<file path="config.mk">
export PLATFORM = sky130hd
export DESIGN_NAME = muldiv_seq
export DESIGN_NICKNAME = d
export VERILOG_FILES = /design/src/rtl/muldiv_seq.sv
export SDC_FILE = /design/constraint.sdc
export NUM_CORES = 1
export LEC_CHECK = 0
export ABC_AREA = 1
export CORE_ASPECT_RATIO = 0.75
export CORE_UTILIZATION = 39
export CTS_CLUSTER_SIZE = 14
export DETAILED_ROUTE_END_ITERATION = 8
export PLACE_DENSITY = 0.68
export SLEW_MARGIN = 30
export SYNTH_ARGS = -nofsm -noshare
export SYNTH_HDL_FRONTEND = slang
export SYNTH_SLANG_ARGS = --single-unit
</file>
<file path="constraint.sdc">
create_clock -name i_clk -period 7.44 [get_ports i_clk]
set_clock_uncertainty 0.1 [all_clocks]
set_input_delay 2.232 -clock i_clk [delete_from_list [all_inputs] [get_ports i_clk]]
set_output_delay 2.232 -clock i_clk [all_outputs]
set_load 0.03 [all_outputs]
</file>
<file path="src/rtl/muldiv_seq.sv">
// muldiv_seq: multi-cycle unsigned MULTU/DIVU sequencer driving a shared 32-bit ALU.
//
// Ports:
//   i_clk, i_rst           clock, synchronous active-high reset
//   i_start, i_is_div      request (accepted only when idle), 0 = multiply, 1 = divide
//   i_src_a, i_src_b       multiplicand/dividend, multiplier/divisor (sampled on accept)
//   o_busy, o_done         busy in every non-idle state, done for the single DONE cycle
//   o_hi, o_lo             product[63:32]/remainder, product[31:0]/quotient
//   o_div_by_zero          set on accept of a divide by zero, cleared on any other accept
//   o_alu_a/b/op           operands and opcode to the ALU (0010 = ADD, 0110 = SUB)
//   i_alu_result           combinational ALU result, same cycle
//
// Optional: define MULDIV_DIV0_FAST_EN to finish a divide by zero directly in DONE
// (latency 1, ALU unused) instead of running the 32 iterations.
module muldiv_seq #(
    parameter int unsigned WIDTH = 32
) (
    input  logic             i_clk,
    input  logic             i_rst,
    input  logic             i_start,
    input  logic             i_is_div,
    input  logic [WIDTH-1:0] i_src_a,
    input  logic [WIDTH-1:0] i_src_b,
    output logic             o_busy,
    output logic             o_done,
    output logic [WIDTH-1:0] o_hi,
    output logic [WIDTH-1:0] o_lo,
    output logic             o_div_by_zero,
    output logic [WIDTH-1:0] o_alu_a,
    output logic [WIDTH-1:0] o_alu_b,
    output logic [3:0]       o_alu_op,
    input  logic [WIDTH-1:0] i_alu_result
);

    localparam int unsigned CntW  = $clog2(WIDTH);
    localparam logic [3:0]  OpAdd = 4'b0010;
    localparam logic [3:0]  OpSub = 4'b0110;

    typedef enum logic [1:0] {StIdle, StMul, StDiv, StDone} state_e;

    state_e            r_state, w_state_nxt;
    logic [WIDTH-1:0]  r_hi, w_hi_nxt;
    logic [WIDTH-1:0]  r_lo, w_lo_nxt;
    // Multiplicand in multiply, divisor in divide.
    logic [WIDTH-1:0]  r_opnd, w_opnd_nxt;
    logic [CntW-1:0]   r_cnt, w_cnt_nxt;
    logic              r_dbz, w_dbz_nxt;

    logic              w_last;
    logic              w_carry;
    logic              w_ge;
    logic [WIDTH-1:0]  w_rem_sh;

    assign w_last = (r_cnt == CntW'(WIDTH - 1));

    always_comb begin
        w_state_nxt = r_state;
        w_hi_nxt    = r_hi;
        w_lo_nxt    = r_lo;
        w_opnd_nxt  = r_opnd;
        w_cnt_nxt   = r_cnt;
        w_dbz_nxt   = r_dbz;
        o_alu_a     = '0;
        o_alu_b     = '0;
        o_alu_op    = OpAdd;
        w_carry     = 1'b0;
        w_ge        = 1'b0;
        w_rem_sh    = {r_hi[WIDTH-2:0], r_lo[WIDTH-1]};

        unique case (r_state)
            StIdle: begin
                if (i_start) begin
                    w_cnt_nxt = '0;
                    w_hi_nxt  = '0;
                    w_dbz_nxt = i_is_div && (i_src_b == '0);
                    if (i_is_div) begin
                        w_opnd_nxt  = i_src_b;
                        w_lo_nxt    = i_src_a;
                        w_state_nxt = StDiv;
`ifdef MULDIV_DIV0_FAST_EN
                        // Same values the iteration would converge to, without the 32 steps.
                        if (i_src_b == '0) begin
                            w_hi_nxt    = i_src_a;
                            w_lo_nxt    = '1;
                            w_state_nxt = StDone;
                        end
`endif
                    end else begin
                        w_opnd_nxt  = i_src_a;
                        w_lo_nxt    = i_src_b;
                        w_state_nxt = StMul;
                    end
                end
            end
            StMul: begin
                // Shift-add: the add's carry-out is recovered by an unsigned wrap compare.
                o_alu_a   = r_hi;
                o_alu_b   = r_lo[0] ? r_opnd : '0;
                o_alu_op  = OpAdd;
                w_carry   = (i_alu_result < r_hi);
                w_hi_nxt  = {w_carry, i_alu_result[WIDTH-1:1]};
                w_lo_nxt  = {i_alu_result[0], r_lo[WIDTH-1:1]};
                w_cnt_nxt = r_cnt + 1'b1;
                if (w_last) begin
                    w_state_nxt = StDone;
                end
            end
            StDiv: begin
                // Restoring step; the bit shifted out of hi makes the trial subtract succeed.
                o_alu_a   = w_rem_sh;
                o_alu_b   = r_opnd;
                o_alu_op  = OpSub;
                w_ge      = r_hi[WIDTH-1] | (w_rem_sh >= r_opnd);
                w_hi_nxt  = w_ge ? i_alu_result : w_rem_sh;
                w_lo_nxt  = {r_lo[WIDTH-2:0], w_ge};
                w_cnt_nxt = r_cnt + 1'b1;
                if (w_last) begin
                    w_state_nxt = StDone;
                end
            end
            StDone: begin
                w_state_nxt = StIdle;
            end
            default: begin
                w_state_nxt = StIdle;
            end
        endcase
    end

    always_ff @(posedge i_clk) begin
        if (i_rst) begin
            r_state <= StIdle;
            r_hi    <= '0;
            r_lo    <= '0;
            r_opnd  <= '0;
            r_cnt   <= '0;
            r_dbz   <= 1'b0;
        end else begin
            r_state <= w_state_nxt;
            r_hi    <= w_hi_nxt;
            r_lo    <= w_lo_nxt;
            r_opnd  <= w_opnd_nxt;
            r_cnt   <= w_cnt_nxt;
            r_dbz   <= w_dbz_nxt;
        end
    end

    assign o_busy        = (r_state != StIdle);
    assign o_done        = (r_state == StDone);
    assign o_hi          = r_hi;
    assign o_lo          = r_lo;
    assign o_div_by_zero = r_dbz;

endmodule
</file>
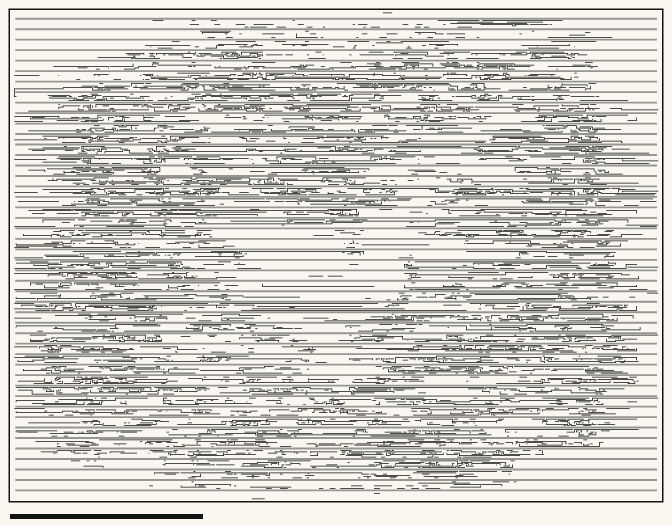
(images/layer_met1.png)
Bar = 50 um. Supply wires on this layer in grey.
longest straight run: 61.2 um
share of all routed wire: 49%
wire length on this layer: 13600 um

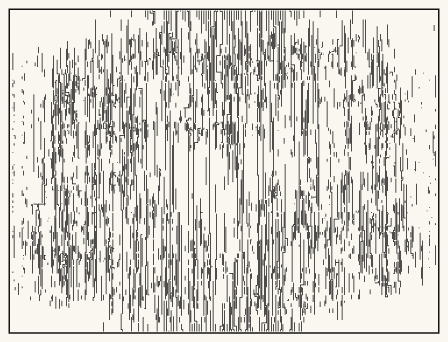
(images/layer_met2.png)
nets with wire on the layer: 1263
share of all routed wire: 44%
longest straight run: 83.3 um

==> impl_metrics.env <==
# physical design summary
export IMPL_crit_start="r_state[0]$_SDFFE_PP0P_"
export IMPL_rsz0062_at_grt="false"
export IMPL_viasPerCell=5.18
export IMPL_avgSynthCellArea_um2=6.15
export IMPL_yosys_warnings=0
export IMPL_gp_congestion=0.918
export IMPL_warning_count=30
export IMPL_drc_errors=0
export IMPL_worst_pin_slew_ns=0.951
export IMPL_powerDensity_mw_per_mm2=328
export IMPL_grt_pass1_wl_mm=43.8
export IMPL_outcome="complete, no violations"
export IMPL_min_from="r_cnt[4]$_SDFFE_PP0P_"
export IMPL_ioPinCount=235
export IMPL_worstSkewPairLatency_ns=0.36
export IMPL_drv_slew=0
export IMPL_htreeDepth=3
export IMPL_gr_usage_met2_pct=39.8
export IMPL_final_hold_viol_count=0
export IMPL_ys_seq_share_pct=25.5
export IMPL_cts_sinks=104
export IMPL_p_leak_nw=4.61
export IMPL_cts_tree="yes"
export IMPL_cap_violations=0
export IMPL_ir_drop_mv=0.188
export IMPL_core_area_mm2=0.0204
export IMPL_period_used_pct=82.3
export IMPL_yosys_stat_area_mm2=0.00818
export IMPL_root_buffer="clkbuf_16"
export IMPL_timing_setup_tns_ns=0
export IMPL_die_size_y_um=127
export IMPL_clk_pin_slew_worst_paths_ns=0.07
export IMPL_setup_violations_final=0
export IMPL_fmax_ghz=0.163
export IMPL_cp_required_ns=5.11
export IMPL_arrival_ns=3.79
export IMPL_die_width_um=169
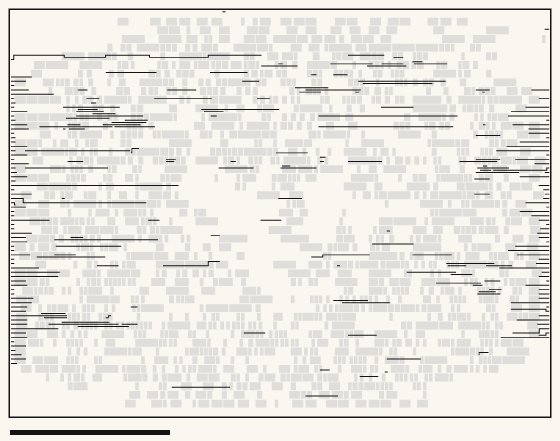
(images/layer_met3.png)
Bar = 50 um.
nets with wire on the layer: 206
share of all routed wire: 6.8%
main direction: horizontal
longest straight run: 52.2 um
wire length on this layer: 1900 um
total number of vias: 9222
met3 usage: 4.31%
DRT Wirelength: 28.0 mm

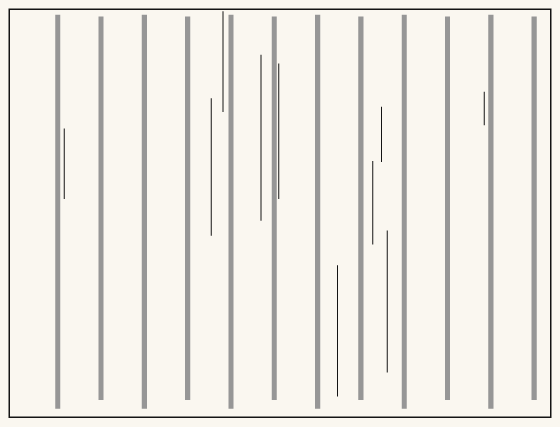
(images/layer_met4.png)
Supply wires on this layer in grey.
wire length on this layer: 328 um
nets with wire on the layer: 8
share of all routed wire: 1.2%
main direction: vertical
longest straight run: 51.7 um

## power by group
part,switching (mW),internal (mW),leakage (nW)
Combinational,1.52,0.691,3.61
Clock,0.245,0.269,0.147
Sequential,0.130,0.711,0.854
Total,1.90,1.67,4.61
## worst max-delay path, stage by stage (launching register included)
cell and delay (ns):
dfxtp_1 0.36, inv_1 0.10, ha_1 0.82, clkinv_2 0.92, nor3_1 0.49, clkdlybuf4s50_1 0.74
## layer usage
layer | wire (um) | part of all wire [%]
met4 | 327 | 1.2
met3 | 1900 | 6.8
met5 | 0 | 0
met2 | 12200 | 44
met1 | 13600 | 49
## final timing paths
path / end / slack (ns) / cells after the start
setup / recovery: o_alu_b[7] / 1.31 / 5
hold / removal: r_cnt[4]$_SDFFE_PP0P_ / 0.38 / 2
setup reg to reg: r_cnt[2]$_SDFFE_PP0P_ / 3.40 / 8
hold reg to reg: r_cnt[4]$_SDFFE_PP0P_ / 0.38 / 2
## synth_stat cells, drive strengths merged
master  instances  area (um2)
a21oi         166         928
nand3          43         220
or2             2        12.5
o221ai          1        8.76
o211ai         32         240
a21o            1        7.51
and3            1        6.26
o22ai          29         181
clkbuf         59         221
nand2         417        1570
nand4           7        43.8
buf            29         159
inv           190         713
nor2           15        56.3
conb            2        7.51
clkinv          2        7.51
a41oi           1        8.76
a221oi          2        17.5
a211oi          2        15.0
ha             70         876
nor3           40         205
o21a            2        15.0
o21ai         105         526
nor4            7        43.8
dfxtp         104        2080
## sequential cells by signal (all words and copies together) (netlist names)
name,count
r_state,2
r_cnt,5
o_lo,32
o_hi,32
o_div_by_zero,1
r_opnd,32
## metrics by stage
step                worst slack [ns]  total power [mW]  cells  hold WS (ns)  area (um2)
floorplan                       3.08              2.34   1330         0.349        8180
CTS                             1.35              3.57   1781         0.381       10900
global placement                1.93              3.02   1765         0.359       10500
finish                          1.31              3.57   1781         0.381       10900
detailed placement              1.75              3.05   1765         0.370       10500
global route                    1.06              3.85   1781         0.413       10900
## final cells by class
type | instances | area (um2)
well taps | 282 | 353
inverters | 192 | 723
repair buffers | 241 | 2380
clock buffers | 9 | 225
multi-input cells | 946 | 5010
clock inverters | 7 | 90.1
flip-flops and latches | 104 | 2080
fillers | 2068 | 9520
## cells by family (layout without fill, tap and decap cells)
group	after synthesis	after routing	share of synthesized area, %
adders and majority gates	70	70	10.7
and+or+nand+nor	532	532	26.4
AOI/OAI and AO/OA	341	341	23.8
other	2	3	0.0919
buffers and inverters	280	449	13.5
DFF	104	104	25.5
Power and IR drop assume default switching activity.
